Figure 1. Cell placement (run 1).
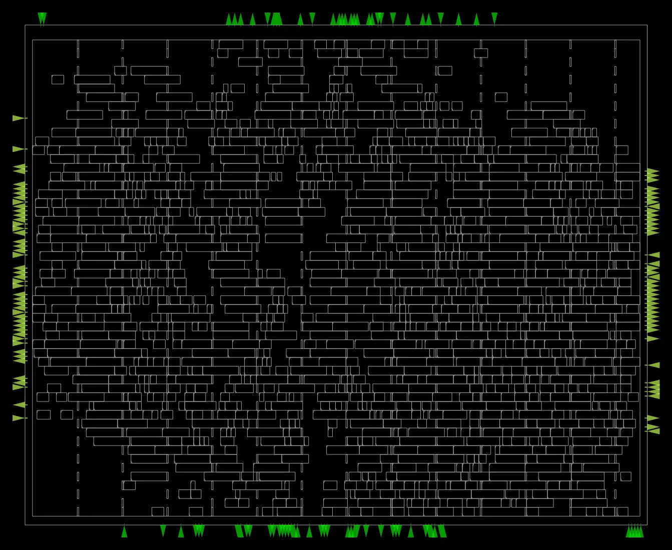
Figure 2. Metal layers overlaid (run 1).
Only two layers are drawn.
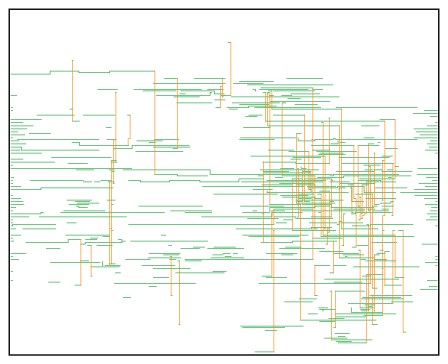
Figure 3. Sequential cells grouped by signal name (run 1).
Other sequential cells in the stronger gray, the rest of the logic in the fainter gray.
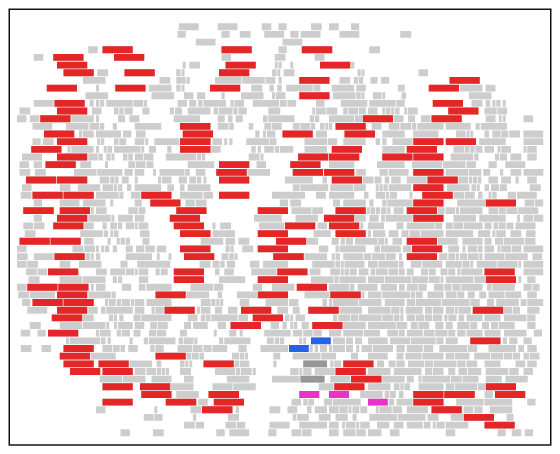
Figure 4. Nets reached from selected ports (run 1).
The bar under the picture is 50 um long.
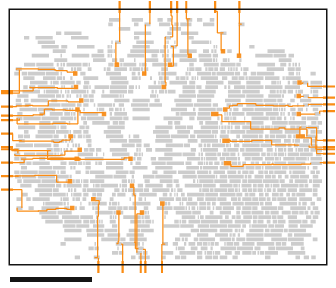
File: config.mk
export PLATFORM = sky130hd
export DESIGN_NAME = wb_queue
export DESIGN_NICKNAME = d
export VERILOG_FILES = /design/src/rtl/rv32_pkg.sv /design/src/rtl/wb_fwd_lookup.sv /design/src/rtl/wb_queue.sv
export SDC_FILE = /design/constraint.sdc
export NUM_CORES = 1
export LEC_CHECK = 0
export CAP_MARGIN = 25
export CORE_ASPECT_RATIO = 0.8
export CORE_MARGIN = 2
export CORE_UTILIZATION = 42
export DETAILED_ROUTE_END_ITERATION = 16
export GPL_TIMING_DRIVEN = 0
export PLACE_DENSITY = 0.65
export REMOVE_ABC_BUFFERS = 1
export SYNTH_ARGS = -nofsm -noshare
export SYNTH_HDL_FRONTEND = slang
export SYNTH_SLANG_ARGS = --single-unit
File: constraint.sdc
create_clock -name clk -period 4 [get_ports clk]
set_clock_uncertainty 0.2 [all_clocks]
set_input_delay 0.6 -clock clk [delete_from_list [all_inputs] [get_ports clk]]
set_output_delay 0.6 -clock clk [all_outputs]
set_load 0.1 [all_outputs]
File: src/rtl/rv32_pkg.sv
// rtl/rv32_pkg.sv - shared register-file widths and write-back entry type
package rv32_pkg;

  localparam int REG_ADDR_W = 5;
  localparam int XLEN       = 32;

  typedef struct packed {
    logic [REG_ADDR_W-1:0] rd;
    logic [XLEN-1:0]       data;
  } wb_entry_t;

endpackage

File: src/rtl/wb_fwd_lookup.sv
// rtl/wb_fwd_lookup.sv - youngest-match search of pending write-back entries for one read address
module wb_fwd_lookup
  import rv32_pkg::*;
#(
  parameter int DEPTH = 4,
  localparam int PTR_W = $clog2(DEPTH),
  localparam int CNT_W = $clog2(DEPTH + 1)
) (
  input  wb_entry_t             entries [DEPTH],
  input  logic [PTR_W-1:0]      head,
  input  logic [CNT_W-1:0]      count,
  input  logic [REG_ADDR_W-1:0] rs,
  output logic                  hit,
  output logic [XLEN-1:0]       data
);

  logic [PTR_W-1:0] idx;

  // Walk oldest to youngest so the last match seen is the youngest; x0 never matches.
  always_comb begin
    hit  = 1'b0;
    data = '0;
    idx  = head;
    for (int i = 0; i < DEPTH; i++) begin
      idx = head + PTR_W'(i);
      if ((CNT_W'(i) < count) && (rs != '0) && (entries[idx].rd == rs)) begin
        hit  = 1'b1;
        data = entries[idx].data;
      end
    end
  end

endmodule

File: src/rtl/wb_queue.sv
// rtl/wb_queue.sv - in-order write-back queue draining into the register-file write port with operand forwarding
module wb_queue
  import rv32_pkg::wb_entry_t;
  import rv32_pkg::REG_ADDR_W;
#(
  parameter int DEPTH = 4,
  parameter int XLEN  = 32
) (
  input  logic                         clk,
  input  logic                         rst,
  input  logic                         in_valid,
  output logic                         in_ready,
  input  logic [REG_ADDR_W-1:0]        in_rd,
  input  logic [XLEN-1:0]              in_data,
  input  logic                         wb_hold,
  output logic                         w_en,
  output logic [REG_ADDR_W-1:0]        w_rd,
  output logic [XLEN-1:0]              w_data,
  input  logic [REG_ADDR_W-1:0]        rs1,
  input  logic [REG_ADDR_W-1:0]        rs2,
  output logic                         fwd1_hit,
  output logic                         fwd2_hit,
  output logic [XLEN-1:0]              fwd1_data,
  output logic [XLEN-1:0]              fwd2_data,
  output logic [$clog2(DEPTH+1)-1:0]   count,
  output logic                         empty
);

  localparam int PTR_W = $clog2(DEPTH);
  localparam int CNT_W = $clog2(DEPTH + 1);

  logic [PTR_W-1:0] head_q, head_d;
  logic [PTR_W-1:0] tail_q, tail_d;
  logic [CNT_W-1:0] count_q, count_d;
  wb_entry_t        mem_q [DEPTH];
  wb_entry_t        head_entry;
  wb_entry_t        wr_entry;
  logic             push;
  logic             pop;

  // Ready depends only on occupancy, so a full queue refuses even when it pops this cycle.
  assign in_ready   = (count_q != CNT_W'(DEPTH));
  assign empty      = (count_q == '0);
  assign count      = count_q;
  assign push       = in_valid && in_ready && (in_rd != '0);
  assign pop        = w_en;
  assign w_en       = !empty && !wb_hold;
  assign head_entry = mem_q[head_q];
  assign w_rd       = empty ? '0 : head_entry.rd;
  assign w_data     = empty ? '0 : head_entry.data;
  assign wr_entry   = '{rd: in_rd, data: in_data};

  // Pointer and occupancy update; pointers wrap naturally since DEPTH is a power of two.
  always_comb begin
    head_d  = head_q;
    tail_d  = tail_q;
    count_d = count_q;
    if (push) tail_d = tail_q + PTR_W'(1);
    if (pop)  head_d = head_q + PTR_W'(1);
    case ({push, pop})
      2'b10:   count_d = count_q + CNT_W'(1);
      2'b01:   count_d = count_q - CNT_W'(1);
      default: count_d = count_q;
    endcase
  end

  // Control state register; reset discards everything in flight.
  always_ff @(posedge clk) begin
    if (rst) begin
      head_q  <= '0;
      tail_q  <= '0;
      count_q <= '0;
    end else begin
      head_q  <= head_d;
      tail_q  <= tail_d;
      count_q <= count_d;
    end
  end

  // Entry storage, written only on push; validity comes from head and count.
  always_ff @(posedge clk) begin
    if (push && !rst) mem_q[tail_q] <= wr_entry;
  end

  wb_fwd_lookup #(.DEPTH(DEPTH)) u_fwd1 (
    .entries (mem_q),
    .head    (head_q),
    .count   (count_q),
    .rs      (rs1),
    .hit     (fwd1_hit),
    .data    (fwd1_data)
  );

  wb_fwd_lookup #(.DEPTH(DEPTH)) u_fwd2 (
    .entries (mem_q),
    .head    (head_q),
    .count   (count_q),
    .rs      (rs2),
    .hit     (fwd2_hit),
    .data    (fwd2_data)
  );

endmodule

==> impl_metrics.tcl, run 1 <==
# yosys + openroad results
set metrics [dict create \
    top_cell_area_share_pct 37.5 \
    ys_top_cells_by_area "edfxtp_1 (38%), mux4_2 (14%), mux2i_1 (10%)" \
    power_mw 10.7 \
    setup_viol 65 \
    grt_pass1_wl_mm 61.7 \
    fp.dieW_um 192 \
    flop-count 155 \
    ys_async_sr_fraction_pct 0 \
    hold_viol 0 \
    num-fill-cells 2013 \
    portBuffers 159 \
    postSynthSeqShare_pct 38.7 \
    die_h_um 154 \
    yosys_area_um2 11800 \
    irDropWorstVdd_uv 606 \
    lay_top_count "edfxtp_1" \
    syn-instance-count 1024 \
    crit_type "register to primary output" \
    clk_share_pct 3.57 \
    comb_cells 734 \
    drt_iter0_drc 1067 \
    htreeDepth 4 \
    critPathMaxFanout 6 \
    comb_area_um2 7680 \
    syn_avg_cell_area_um2 11.6 \
    p_per_area_nw_per_um2 632 \
    grtUsageMet2_pct 42.6 \
    pin_count 160 \
    synth_stat.cells 1024 \
    crit_required_ns 3.20 \
    maxSlewViolCount 0 \
    overflow 0 \
    status "finished, violations left" \
    drv_cap 0 \
    pre_cts_ws_ns -1.74 \
    dp_hpwl_mm 24.3 \
    tightest_slew_ns 0.989 \
    cp.arrival_ns 3.46 \
    tritoncts "done" \
    ant_nets 0 \
    final_cell_area_um2 17000 \
    synth_area_um2 11800 \
    fin_cells 1589 \
    fin_setup_tns_ns -10.82 \
    grt_max_degree 61 \
    slew-limit-headroom_pct 33.9 \
    grt_use_met3_pct 8.01 \
    via_per_inst 6.61 \
    use_met1_pct 38.2 \
    fin_crit_sh_pct 107 \
    clock.fmax_ghz 0.235 \
    hold_buffers 0 \
    comb_share_pct 45.3 \
    place_area_um2 14000 \
    clk_path_buf_depth 2 \
    grt_usage_pct 28.2 \
    dr.pass1.iters 7 \
    path_clk_slew_ns 0.06 \
    chipArea_um2 29600 \
    buffers_excl_clock 262 \
    synth-main-ff-cell "edfxtp_1" \
    seq_area_um2 4590 \
    largest_area_cell "edfxtp_1" \
    numSynthFlops 155 \
    fin_crit_ns 4.26 \
    warning_count 33 \
    clk_latency_ns 0.44 \
    clockRootBuffer "clkbuf_16" \
    drc 0 \
    initCoreUtil_pct 43.1 \
    nNetsFinal 1269 \
    hp-class "register to register" \
    rsz0062_at_grt "true" \
    synth_cell_types 58 \
    whs_ns 0.387 \
    drive_above_1_share_pct 36.1 \
    n_clock_buffer 18 \
    gp_congestion 0.846 \
    finalWorstSetupSlack_ns -0.261 \
    leakagePower_nw 6.03 \
    antenna_found_initial 3 \
    yosysMostFrequentCell "edfxtp_1" \
    wl_mm 44.8 \
    avgRoutedWirePerCell_um 28.2 \
    area_growth_pct 43.3 \
    yosysWarnings 0 \
    violations "setup timing" \
    place_inst 1468 \
    largestClassByArea "combinational gates" \
    antenna_cells 3 \
    cts_made_buffers 17 \
    critPathLaunchType "register" \
    cts_sinks 155 \
    rows 54 \
    top_cells_by_count "edfxtp_1 (148), mux2i_1 (118), mux4_2 (73)" \
    grt_pass1_vias 10000 \
    edf_count 148 \
    lay_top_cells "edfxtp_1 (148), mux2i_1 (104), mux4_2 (75), nand2_1 (70), o21ai_0 (58)" \
    nonClkBufAreaFrac_pct 20.5 \
    num_vias 10500 \
    busiest_layer "met2" \
    cp-end-kind "primary output" \
    nNonClkInverters 39 \
]
Back to the opening pictures, Figure 1:
core area: 27500 um2
final core area utilization: 61.7%
Tapcells: 364
flop share of the area: 27.0%

Back to the opening pictures, Figure 2:
- met3: green (wire length 5080 um)
- met4: orange (wire length 1960 um)

Back to the opening pictures, Figure 3:
- tail_q: blue (sequential cells 2)
- count: magenta (sequential cells 3)
- mem_q: red (sequential cells 148; where spread over the die)

Back to the opening pictures, Figure 4:
- fwd2_data: orange (direction output; end cells 32; buffers 32; wire 1390 um)

## run 1: worst max-delay path, cell delays in order, from the launching register on
cell	delay (ns)
dfxtp_4	0.40
buf_12	0.14
buf_16	0.13
mux4_2	0.52
xnor2_2	0.25
o2111a_1	0.28
a22oi_2	0.11
buf_4	0.16
buf_6	0.13
clkbuf_16	0.16
mux2i_2	0.17
a221oi_4	0.34
buf_12	0.22
## run 1: kinds of logic after synthesis
logic type	after synthesis	share of synthesized area [%]
and+or+nand+nor	226	8.66
AOI/OAI and AO/OA	220	15.4
muxes	224	27.2
buffers and inverters	142	5.46
adders and majority gates	9	0.951
xor gates and xnor gates	48	3.55
DFF	155	38.7
## run 1: final timing paths
check	start	end	slack [ns]	depth (start not counted)
min	tail_q[1]$_SDFFE_PP0P_	tail_q[1]$_SDFFE_PP0P_	0.39	2
max reg2reg	count[0]$_SDFFE_PP0P_	mem_q[116]$_DFFE_PP_	1.13	7
max	head_q[0]$_SDFFE_PP0P_	fwd1_data[9]	-0.26	12
min reg2reg	tail_q[1]$_SDFFE_PP0P_	tail_q[1]$_SDFFE_PP0P_	0.39	2
## run 1: layer usage
metal | share of wire (%) | wire [um]
met1 | 39 | 17400
met2 | 45 | 20400
met3 | 11 | 5080
met4 | 4.4 | 1960
met5 | 0 | 0
## run 1: report_power, final
part | switching, mW | internal [mW] | total [mW]
Combinational | 4.82 | 2.24 | 7.05
Sequential | 0.0937 | 1.88 | 1.97
Clock | 0.661 | 1.03 | 1.70
Total | 5.57 | 5.15 | 10.7
## run 1: flip-flops by register name, indices dropped and copies added, names as in the netlist
name and count:
mem_q 148, count 3, head_q 2, tail_q 2
## run 1: timing repair
item,4_1_cts,5_1_grt
resized,619,115
buffers inserted,41,28
endpoints found under the setup margin,103,90
gates cloned,15,7
pin swaps,47,63
==> run 1 -> run 2 <==
--- a/config.mk
+++ b/config.mk
@@ -5,11 +5,13 @@
 export SDC_FILE = /design/constraint.sdc
 export NUM_CORES = 1
 export LEC_CHECK = 0
+export ABC_AREA = 1
 export CAP_MARGIN = 25
 export CORE_ASPECT_RATIO = 0.8
 export CORE_MARGIN = 2
 export CORE_UTILIZATION = 42
 export DETAILED_ROUTE_END_ITERATION = 16
+export GPL_ROUTABILITY_DRIVEN = 0
 export GPL_TIMING_DRIVEN = 0
 export PLACE_DENSITY = 0.65
 export REMOVE_ABC_BUFFERS = 1
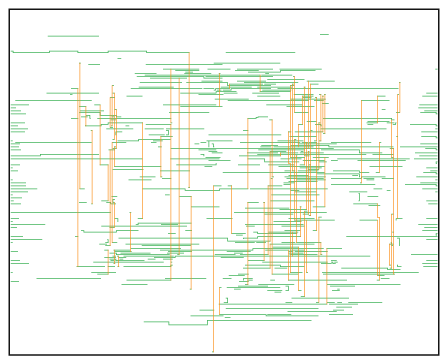
Figure 5: run 2, metal layers overlaid.
Only two layers are drawn.
- met3: green (wire length 5450 um)
- met4: orange (wire length 2250 um)

==> run 2 against run 1 <==
Against the previous run:
- the run still ends with setup timing left
- first-iteration DRC count grew 36%
- register-to-register slack lost 0.29 ns
- final area shrank 7.1%
- total power grew 22%
- fmax grew 6.4%
==> impl_metrics.tcl, run 2 <==
# yosys + openroad results
set metrics [dict create \
    status "finished, violations left" \
    violations "setup timing" \
    place_area_um2 14100 \
    synth_area_um2 12200 \
    seq_area_um2 4590 \
    num_vias 13600 \
    met3_wirelength_mm 5.45 \
    numSynthFlops 155 \
    final_util_pct 55.5 \
    cts_made_buffers 17 \
    pre_cts_ws_ns -2.89 \
    irDropWorstVdd_uv 626 \
    ant_nets 0 \
    pin_count 160 \
    grtUsageMet2_pct 50.8 \
    drc 0 \
    crit_buf_inv 3 \
    antenna_found_initial 1 \
    drive_above_1_share_pct 11.3 \
    grt_usage_pct 30.9 \
    leakagePower_nw 6.79 \
    aoi_share_pct 12.0 \
    cp.depth 10 \
    power_mw 13.1 \
    finalWorstSetupSlack_ns -0.00365 \
    lay_top_cells "nand2_1 (652), nor2_1 (251), o21ai_0 (232), inv_1 (164), edfxtp_1 (148)" \
    cp_slowest_cell "clkdlybuf4s50_1" \
    yosysWarnings 0 \
    synth_stat.cells 1892 \
    fin_crit_ns 4.00 \
    regMostFlops "mem_q" \
    muxShareOfSynthArea_pct 0 \
    crit_end "fwd1_data[25]" \
    critPathMaxFanout 16 \
    setup_viol 1 \
    r2r_cells 8 \
    regToRegSetupSlack_ns 0.84 \
    portBuffers 159 \
    cp.arrival_ns 3.20 \
    whs_ns 0.358 \
    synth_cell_types 32 \
    ys_async_sr_fraction_pct 0 \
    place_inst 2309 \
    yosysMostFrequentCell "nand2_1" \
    drv_cap 0 \
    maxSlewViolCount 0 \
    dr.pass1.iters 8 \
    rsz0062_at_grt "true" \
    syn-instance-count 1892 \
    slew-limit-headroom_pct 27.1 \
    path_clk_slew_ns 0.07 \
    num-fill-cells 2641 \
    edf_count 148 \
    fin_cells 2404 \
    top_cell_area_share_pct 36.5 \
    dp_hpwl_mm 24.5 \
    wl_mm 47.7 \
    htreeDepth 4 \
    crit_family "simple AND/OR/NAND/NOR gates" \
    r2r-end "mem_q[12]$_DFFE_PP_" \
    simple_gate_share_pct 38.2 \
    cp-end-kind "primary output" \
    yosys_area_um2 12200 \
    highest_layer "met4" \
    grt_use_met3_pct 6.70 \
    comb_area_um2 6860 \
    fin_setup_tns_ns -0.00365 \
    hold_viol 0 \
    tightest_slew_ns 1.09 \
    crit_required_ns 3.20 \
    met1_length_mm 18.7 \
    synth-main-ff-cell "edfxtp_1" \
    ctsResizeCount 466 \
    overflow 0 \
    postSynthSeqShare_pct 37.6 \
    chipArea_um2 30400 \
    r2r-start "count[0]$_SDFFE_PP0P_" \
    grt_pass1_wl_mm 71.1 \
]
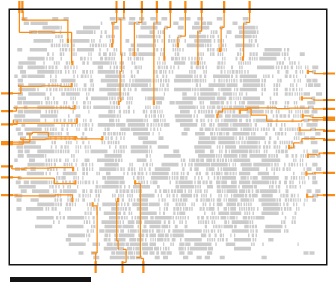
Figure 6: run 2, nets reached from selected ports.
The bar under the picture is 50 um long.
- fwd2_data: orange (direction output; end cells 32; buffers 32; wire 1190 um)

## run 2: netlist changes by cell type after synthesis, moves of 38 or more
cell     before  now
inv_1        39  165
mux2i_1     118    0
mux4_2       73    0
nand2_1      72  661
nand3_1      35  126
nand4_1       1   66
nor2_1       47  267
nor3_1       45    1
o21ai_0      58  232
xnor2_1      38    0
## run 2: worst min-delay path by stage
| stage | from | endpoint | slack [ns] | depth (start not counted) |
|---|---|---|---|---|
| floorplan | tail_q[1]$_SDFFE_PP0P_ | tail_q[1]$_SDFFE_PP0P_ | 0.30 | 2 |
| global placement | tail_q[1]$_SDFFE_PP0P_ | tail_q[1]$_SDFFE_PP0P_ | 0.32 | 2 |
| detailed placement | tail_q[1]$_SDFFE_PP0P_ | tail_q[1]$_SDFFE_PP0P_ | 0.34 | 2 |
| CTS | tail_q[1]$_SDFFE_PP0P_ | tail_q[1]$_SDFFE_PP0P_ | 0.36 | 2 |
| global route | tail_q[1]$_SDFFE_PP0P_ | tail_q[1]$_SDFFE_PP0P_ | 0.40 | 2 |
| finish | tail_q[1]$_SDFFE_PP0P_ | tail_q[1]$_SDFFE_PP0P_ | 0.36 | 2 |
## run 2: report_power, final
group / internal, mW / leakage [nW] / switching (mW)
Clock: 0.929 / 0.279 / 0.721
Sequential: 1.87 / 1.40 / 0.0586
Combinational: 2.29 / 5.11 / 7.20
Total: 5.09 / 6.79 / 7.98
## run 2: layout make-up
type	instances	share of cell area, %
flip-flops and latches	155	29.1
clock buffers	17	2.70
multi-input cells	1458	43.5
repair buffers	219	16.6
diodes	1	0.0159
inverters	169	4.12
clock inverters	15	1.02
well taps	370	2.94
Power figures rest on the tool's default switching activity, not on a simulated workload.
